===== src/rtl/sw_led_ctrl.sv =====
// Switch-to-LED controller: two-flop synchroniser, per-channel debounce, rising-edge
// pulses and a registered LED drive with four display modes. Blink built with SW_LED_BLINK_EN.
module sw_led_ctrl #(
  parameter int WIDTH             = 7,
  parameter int DEBOUNCE_CYCLES   = 16,
  parameter int BLINK_HALF_PERIOD = 8
) (
  input  logic             clk_i,
  input  logic             rst_i,
  input  logic [WIDTH-1:0] sw_i,
  input  logic [1:0]       mode_i,
  output logic [WIDTH-1:0] sw_db_o,
  output logic [WIDTH-1:0] rise_o,
  output logic [WIDTH-1:0] led_o
);

  localparam int CW = $clog2(DEBOUNCE_CYCLES + 1);
  localparam logic [CW-1:0] CNT_LAST = CW'(DEBOUNCE_CYCLES - 1);

  generate
    if (WIDTH < 1 || DEBOUNCE_CYCLES < 1 || BLINK_HALF_PERIOD < 1) begin : g_bad_param
      $error("sw_led_ctrl: all parameters must be >= 1");
    end
  endgenerate

  logic [WIDTH-1:0] s1;
  logic [WIDTH-1:0] s2;
  logic [WIDTH-1:0] tgl;
  logic [CW-1:0]    cnt      [WIDTH];
  logic [CW-1:0]    cnt_next [WIDTH];
  logic [WIDTH-1:0] db_next;
  logic [WIDTH-1:0] rise_next;
  logic [WIDTH-1:0] led_next;

  // A channel flips only after its synchronised level has disagreed with the
  // debounced level for DEBOUNCE_CYCLES consecutive cycles.
  always_comb begin
    db_next = sw_db_o;
    for (int i = 0; i < WIDTH; i++) begin
      cnt_next[i] = '0;
      if (s2[i] != sw_db_o[i]) begin
        if (cnt[i] == CNT_LAST) begin
          db_next[i] = ~sw_db_o[i];
        end else begin
          cnt_next[i] = cnt[i] + CW'(1);
        end
      end
    end
    rise_next = db_next & ~sw_db_o;
  end

`ifdef SW_LED_BLINK_EN
  localparam int BW = $clog2(BLINK_HALF_PERIOD + 1);
  localparam logic [BW-1:0] BLINK_LAST = BW'(BLINK_HALF_PERIOD - 1);

  logic [BW-1:0] blink_cnt;
  logic          blink_phase;

  always_ff @(posedge clk_i) begin
    if (rst_i) begin
      blink_cnt   <= '0;
      blink_phase <= 1'b1;
    end else if (blink_cnt == BLINK_LAST) begin
      blink_cnt   <= '0;
      blink_phase <= ~blink_phase;
    end else begin
      blink_cnt <= blink_cnt + BW'(1);
    end
  end
`endif

  always_comb begin
    led_next = '0;
    unique case (mode_i)
      2'b00: led_next = sw_db_o;
      2'b01: led_next = tgl;
`ifdef SW_LED_BLINK_EN
      2'b10: led_next = blink_phase ? sw_db_o : '0;
`else
      2'b10: led_next = sw_db_o;
`endif
      default: led_next = '0;
    endcase
  end

  always_ff @(posedge clk_i) begin
    if (rst_i) begin
      s1      <= '0;
      s2      <= '0;
      sw_db_o <= '0;
      rise_o  <= '0;
      tgl     <= '0;
      led_o   <= '0;
      for (int i = 0; i < WIDTH; i++) begin
        cnt[i] <= '0;
      end
    end else begin
      s1      <= sw_i;
      s2      <= s1;
      sw_db_o <= db_next;
      rise_o  <= rise_next;
      // Toggle state tracks presses in every mode so switching to toggle shows history.
      tgl     <= tgl ^ rise_next;
      led_o   <= led_next;
      for (int i = 0; i < WIDTH; i++) begin
        cnt[i] <= cnt_next[i];
      end
    end
  end

endmodule


===== config.mk =====
export PLATFORM = sky130hd
export DESIGN_NAME = sw_led_ctrl
export DESIGN_NICKNAME = d
export VERILOG_FILES = /design/src/rtl/sw_led_ctrl.sv
export SDC_FILE = /design/constraint.sdc
export NUM_CORES = 1
export LEC_CHECK = 0
export CAP_MARGIN = 20
export CORE_UTILIZATION = 55
export CTS_CLUSTER_SIZE = 16
export DETAILED_ROUTE_END_ITERATION = 12
export PLACE_DENSITY_LB_ADDON = 0.3
export SYNTH_ARGS = -nofsm -noshare
export SYNTH_HDL_FRONTEND = slang
export SYNTH_SLANG_ARGS = --single-unit
export TNS_END_PERCENT = 1

===== constraint.sdc =====
create_clock -name clk_i -period 3.23 [get_ports clk_i]
set_input_delay 0.646 -clock clk_i [delete_from_list [all_inputs] [get_ports clk_i]]
set_output_delay 0.646 -clock clk_i [all_outputs]
set_load 0.01 [all_outputs]

Fig. 1: run 1, met4 routing
Drawn at 4 px/um.
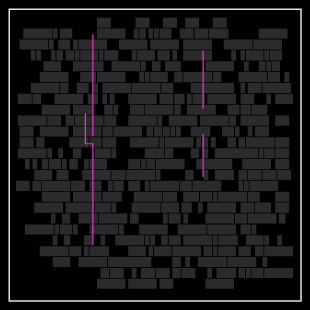
- wire length on this layer: 84.4 um
- share of all routed wire: 2.0%
- main direction: vertical
- longest straight run: 25.2 um
- nets with wire on the layer: 2
wire length reported by the detailed router: 4200 um
vias after detailed routing: 1,772

Fig. 2: run 1, congestion heat map
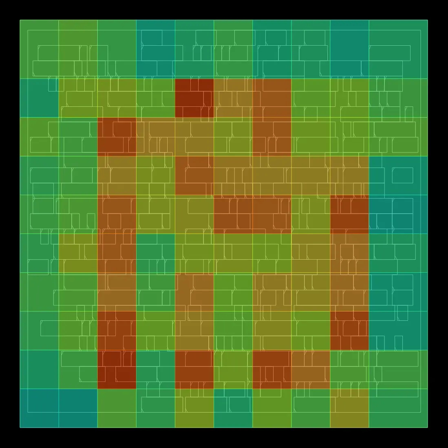
met2 Resource Use GR: 0.309
global-route track usage on met3: 0.0403
global-route usage over all layers: 0.179

==> notes.md, run 1 <==
On the worst path, the slowest cell contributes a delay of 570 ps. The worst setup slack after layout came out at 1250 ps. The cell at the slowest stage of the critical path was clkdlybuf4s50_1. From bottom edge to top edge, the die measures 72.5 um. Leaving out fill and tap cells, the most frequent cells in the layout are 77 x dfxtp_1, 63 x nor2_1, 30 x clkdlybuf4s50_1, 21 x nor2b_1. Summed over all failing endpoints, the final setup total negative slack is 0 ps. On the worst setup and hold paths after CTS, the clock-pin slew comes to 70 ps. With the portion of total power attributed to sequential cells at 0.505, the fraction of synthesized area in multiplexers is 0.0256.

The run gives 0 as the number of diodes added for antenna fixing. For the fill cell total of the finished layout, the log shows 371. Once placement completed, the tool counted placed cells totaling 359. The overflow left after global routing was 0. Entering global routing, the biggest net connects 46 pins.

The net switching component of the power came out at 351 uW. The library cell occupying the most area in the post-synthesis netlist was dfxtp_1. The yosys stat cell total came out at 265. The flow reports power dissipated in sequential cells as 965 uW. The logs give 0.472 for the clock group share of total power and 1540 um2 for the register area.

Yosys mapped the design onto 16 distinct sky130hd cell types. The post-synthesis share of cell area spent on full adders, half adders and majority gates is 0.0640. Summed over all combinational cells, the power is 42.1 uW. At the placement stage, the worst setup path has a slack of 1340 ps. Ranked by total cell area, the synthesized netlist is headed by dfxtp_1 56%, nor2_1 8.6%, ha_1 6.4%.

The wire length on met3 came out at 165 um. From synthesis to final layout, the design area changed by 22.8%. Top layer reached by signal wires: met4.

After layout, the minimum clock period comes to 1980 ps. The proportion of layout cells with a drive suffix above 1 is 0.0779, and the post-synthesis cell count is 265. The combined buffer and inverter count along the critical path was 1.

The report lists the cells along the critical path as clkdlybuf4s50_1. The post-synthesis share of cell area spent on and-or and or-and gates is 0.0128, and the number of non-filler instances in the completed layout is 375. The run gives 0.707 as the share of the core filled with cells in the final layout. The register area share after synthesis is 0.563. The register with the most flip-flops in the layout has 35 of them. The synthesized netlist occupies a cell area of 2740 um2.

The run finished with clean final reports. The beginning of the worst register-to-register path is cnt[0][0]. Across all hold checks on the routed design, the worst slack comes to 442 ps. The highest-utilization routing layer at the global route stage was met2. The post-detailed-route count of antenna-violating nets was 0; the chip width was 72.5 um.
Fig. 3: run 1, a small window of the routed layout
Region (44, 8) to (64, 28) um. Cells in grey, sequential cells in the stronger grey; small squares are vias.
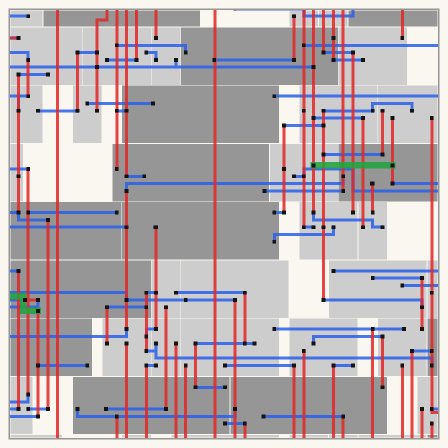
- blue: metal 1
- green: metal 3
- red: metal 2
- sequential cells in the window: 10
- cells with their middle in the window: 31
- netlist names of flops here include: `cnt` (4)
- most frequent: dfxtp_1 (10), nor2_1 (7), xor2_1 (3)

run 1: final cells by class:
class,instances,share of cell area
Multi-Input combinational cell,169,0.331
Clock inverter,3,0.0268
Timing Repair Buffer,32,0.0931
Clock buffer,13,0.0503
Sequential cell,77,0.459
Tap cell,67,0.0249
Inverter,14,0.0156
run 1: final timing paths:
| check | cells past startpoint | slack [ps] | endpoint |
|---|---|---|---|
| max | 1 | 1250 | sw_db_o[2] |
| min reg2reg | 1 | 440 | s2[2] |
| min | 1 | 440 | s2[2] |
| max reg2reg | 5 | 1660 | cnt[0][3] |
run 1: worst register-to-register path, cell delays in order, from the launching register on:
cell,delay [ps]
dfxtp_1,330
ha_1,220
and3_1,200
ha_1,230
or3_4,430
nor2_1,110
Fig. 4: run 1, routed metal, one colour a layer
Drawn at 4 px/um.
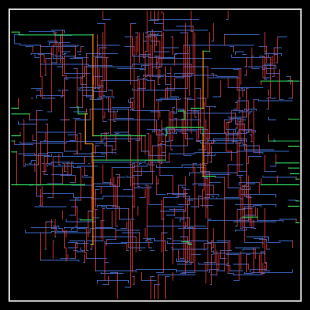

## Run 2: what changed since run 1
--- a/config.mk
+++ b/config.mk
@@ -6,7 +6,7 @@
 export NUM_CORES = 1
 export LEC_CHECK = 0
 export CAP_MARGIN = 20
-export CORE_UTILIZATION = 55
+export CORE_UTILIZATION = 49
 export CTS_CLUSTER_SIZE = 16
 export DETAILED_ROUTE_END_ITERATION = 12
 export PLACE_DENSITY_LB_ADDON = 0.3
==> constraint.sdc (replaced) <==
create_clock -name clk_i -period 1.7 [get_ports clk_i]
set_input_delay 0.34 -clock clk_i [delete_from_list [all_inputs] [get_ports clk_i]]
set_output_delay 0.34 -clock clk_i [all_outputs]
set_load 0.01 [all_outputs]
Fig. 5: run 2, routed metal, one colour a layer
Drawn at 4 px/um.
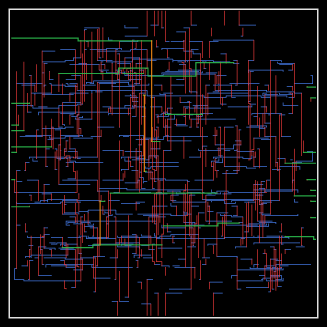
- green: metal 3 (wire length 234 um)
- blue: metal 1 (wire length 1,860 um)
- red: metal 2 (wire length 2,030 um)
- orange: metal 4 (wire length 55.1 um)

Fig. 6: run 2, where the registers sit
Drawn at 6 px/um. Other sequential cells in the stronger grey, the rest of the logic in the fainter grey.
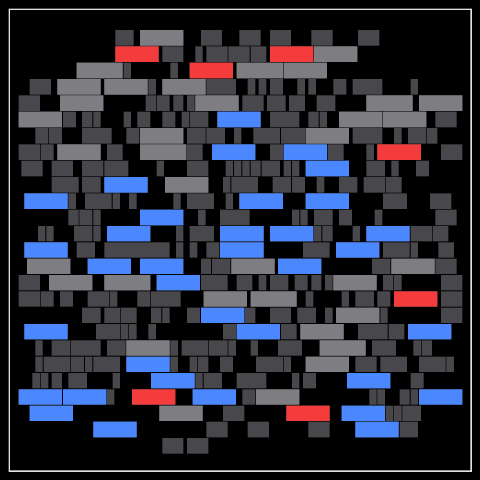
- blue: `cnt` (sequential cells 35)
- red: `rise_o` (sequential cells 7)
- not coloured: 35

==> run 2 against run 1 <==
Compared with the run above: flip-flop count did not move; non-clock buffer count up 3; largest power group unchanged; global-route usage down 1.4 points.
==> notes.md, run 2 <==
The flow ran to the end, and the final reports show no timing, DRC or antenna violations. Worst setup slack after layout: 87.5 ps. The worst flop-to-flop path endpoint is cnt[1][3].

Proportion of layout cells with a drive suffix above 1: 0.106. The run gives 16 for the number of different library cells in the post-synthesis netlist. The register-to-register path setup slack was 120 ps.

The global routing met2 resource utilization came out at 0.276. For this run the aggregate overflow at the end of global routing stands at 0. The post-synthesis share of cell area spent on and-or and or-and gates was 0.0128; the clock-pin slew of the registers on the worst-case setup and hold paths was 70 ps. The cell depth of the worst flop-to-flop path is 5. The combined buffer and inverter count along the critical path works out to 1. The height of the die is 76.7 um. The library cells used most frequently in the layout, excluding fill and tap cells, are 70 x dfxtp_1, 63 x nor2_1, 30 x clkdlybuf4s50_1, 21 x nor2b_1. In the final layout, excluding clock inverters the inverter count is 14. With the hold-critical path depth at 1, the multi-input logic portion of the cell area is 0.334. Count of cell instances traversed by the critical path: 1. After layout, the buffer instance count without clock buffers stands at 35. For the register area share after synthesis, the log shows 0.563. Per the layout report, the design carries 457 filler cells.

The share of the core filled with cells in the final layout was 0.636; the tap cell count was 70. Number of sequential cells in the layout: 77. Detailed routing inserted a total of 1,777 vias. The worst path needs 1610 ps of the cycle, external delays included. The finished layout holds 381 standard cells, fillers aside. The run gives 0.466 for the fraction of standard cell area that is sequential. The final wirelength was 4170 um.

The tools report the beginning of the worst register-to-register path as cnt[1][0]. Entering global routing, the biggest net connects 26 pins. Per the Yosys statistics, synthesis produced 265 cells.

Combined area of all synthesized cells: 2740 um2. The slowest stage of the critical path is the clkdlybuf4s50_1 cell. The register with the most flip-flops in the layout has 35 of them. The run gives 0.0640 for the post-synthesis share of cell area spent on full adders, half adders and majority gates. The die is 76.7 um wide. Walking the worst path, the cells encountered are clkdlybuf4s50_1. The tally of clock buffers in the finished layout was 12.

The class occupying the most area after layout is reported as registers. The non-clock buffer area fraction after layout works out to 0.101. For the count of multi-input gates, the log shows 169.
Fig. 7: run 2, congestion heat map
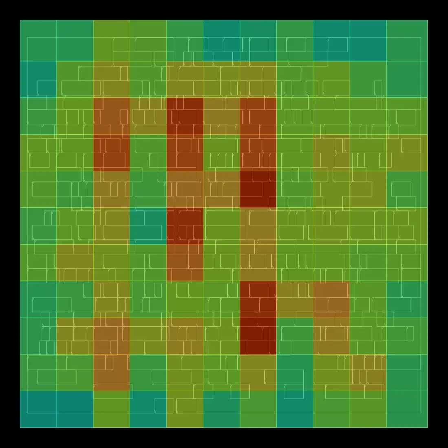
global-route usage over all layers: 0.165
global-route track usage on met1: 0.172
global-route track usage on met3: 0.0750

==> run 2: cell count changes in the layout (fill, tap and decap cells not counted) <==
cell        previous run  this run
buf_4                  1         4
bufinv_16              3         1
clkbuf_1               1         2
clkbuf_8              12        10
clkinv_2               0         2
clkinvlp_4             0         1
dfxtp_1               77        70
dfxtp_2                0         7
==> run 2: where the power goes <==
part           leakage [nW]  switching (mW)  internal, mW
sequential            0.627          0.0111          1.82
clock                0.0964           0.618         0.714
combinational         0.549          0.0415        0.0459
==> run 2: what timing repair did <==
item,4_1_cts,5_1_grt
endpoints found under the setup margin,0,7
resized,0,7
setup buffers,0,0
Fig. 8: run 2, a small window of the routed layout
Region (48, 9) to (68, 29) um. Cells in grey, sequential cells in the stronger grey; small squares are vias.
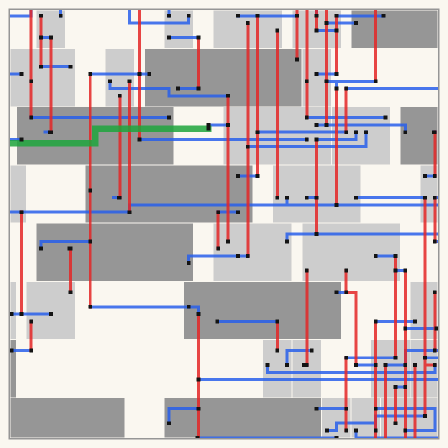

## Run 3: what changed since run 2
--- a/config.mk
+++ b/config.mk
@@ -6,6 +6,7 @@
 export NUM_CORES = 1
 export LEC_CHECK = 0
 export CAP_MARGIN = 20
+export CORE_ASPECT_RATIO = 0.6
 export CORE_UTILIZATION = 49
 export CTS_CLUSTER_SIZE = 16
 export DETAILED_ROUTE_END_ITERATION = 12
Fig. 9: run 3, a small window of the routed layout
Region (64, 5) to (84, 25) um. Cells in grey, sequential cells in the stronger grey; small squares are vias.
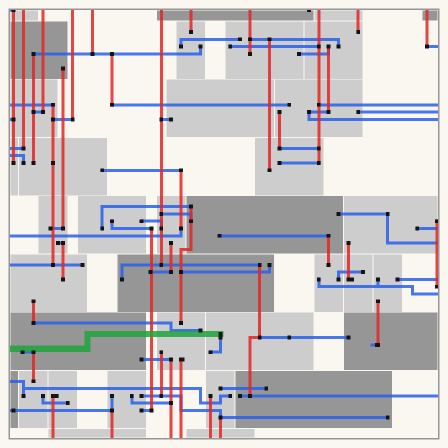
- blue: metal 1
- green: metal 3
- red: metal 2
- cells with their middle in the window: 27
- netlist names of flops here include: `cnt` (5)
- sequential cells in the window: 5
- most frequent: nor2_1 (6), dfxtp_1 (5), inv_1 (3)

Fig. 10: run 3, congestion heat map
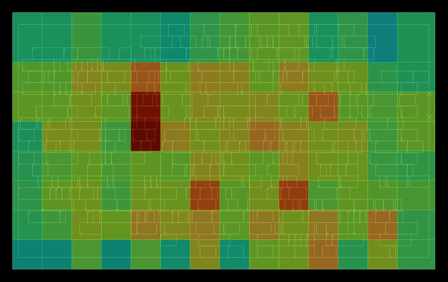
met2 Resource Use GR: 0.271
final core utilization: 0.640

==> run 3 against run 2 <==
Compared with the run above: the flow now finishes with violations (design-rule violations); global-route usage grew 0.42 points; worst hold slack lost 24 ps; flip-flop count is the same; routed wire length grew 1.6%; setup slack lost 31 ps; area after synthesis is the same; non-clock buffer count is the same; maximum frequency shrank 1.9%; via count shrank 1.2%; power grew 0.58%; critical path type unchanged.
==> notes.md, run 3 <==
The logs give 0.169 for the total global routing track utilization and 86.8 uW for the power in combinational cells. The area taken by sequential standard cells is reported as 1550 um2. For this run, design rule violations remaining after detail routing come to 2. The run gives 0.563 for the register area share after synthesis. The portion of total power attributed to sequential cells was 0.560. The register with the most flip-flops in the layout has 35 of them.

The final setup TNS is 0 ps, and the number of diodes added for antenna fixing is 0. The detail route stage leaves a number of antenna-violating nets equal to 0. For this run, the number of standard cells in the final layout without fillers is 377. Per the cell usage report, the commonest logic cells after layout are 73 x dfxtp_1, 63 x nor2_1, 28 x clkdlybuf4s50_1, 21 x nor2b_1. The delay of the slowest cell on the worst path is 560 ps, and the vias after detailed routing is 1,755. The tally of clock buffers in the finished layout came out at 10. Global routing finished with a remaining overflow of 0. The layer flagged by global routing as most heavily used is met2. The proportion of layout cells with a drive suffix above 1 is 0.103. With the time the worst path needs with I/O delays and setup at 1640 ps, the total internal power is 2.58 mW. The count of multi-input gates was 169. Yosys mapped the design onto 16 distinct sky130hd cell types.

For reference, the top cells by area after synthesis are dfxtp_1 56%, nor2_1 8.6%, ha_1 6.4%. Listed in order, past its start point the critical path passes clkdlybuf4s50_1. The post-synthesis share of cell area spent on full adders, half adders and majority gates came out at 0.0640. The checks that failed: design-rule violations. The post-synthesis cell count came out at 265. The fraction of standard cell area that is sequential came out at 0.464. The flow ran to the end, but the final reports show violations. The area overhead of the layout relative to synthesis is 21.8%.
Fig. 11: run 3, routed metal, one colour a layer
Drawn at 4 px/um.
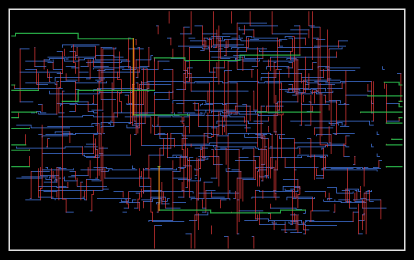
- red: metal 2 (wire length 1,880 um)
- blue: metal 1 (wire length 2,100 um)
- green: metal 3 (wire length 237 um)
- orange: metal 4 (wire length 29.9 um)

-- run 3: cell types whose count changed in the layout (fill, tap and decap cells not counted) --
cell             previous run  this run
dfxtp_1                    70        73
dfxtp_2                     7         4
clkbuf_1                    2         0
clkdlybuf4s50_1            30        28
clkinvlp_4                  1         3
dlymetal6s2s_1              0         2
-- run 3: final timing paths --
check	cells past startpoint	slack [ps]	start	end
max	1	60	sw_db_o[1]	sw_db_o[1]
min	2	410	rst_i	sw_db_o[0]
max reg2reg	5	140	cnt[0][0]	cnt[0][3]
min reg2reg	1	440	s1[4]	s2[4]
-- run 3: what timing repair did --
item	CTS	global route
resized	0	6
endpoints found under the setup margin	0	6
hold buffers	0	0
Power is estimated from default activity; no workload was simulated.
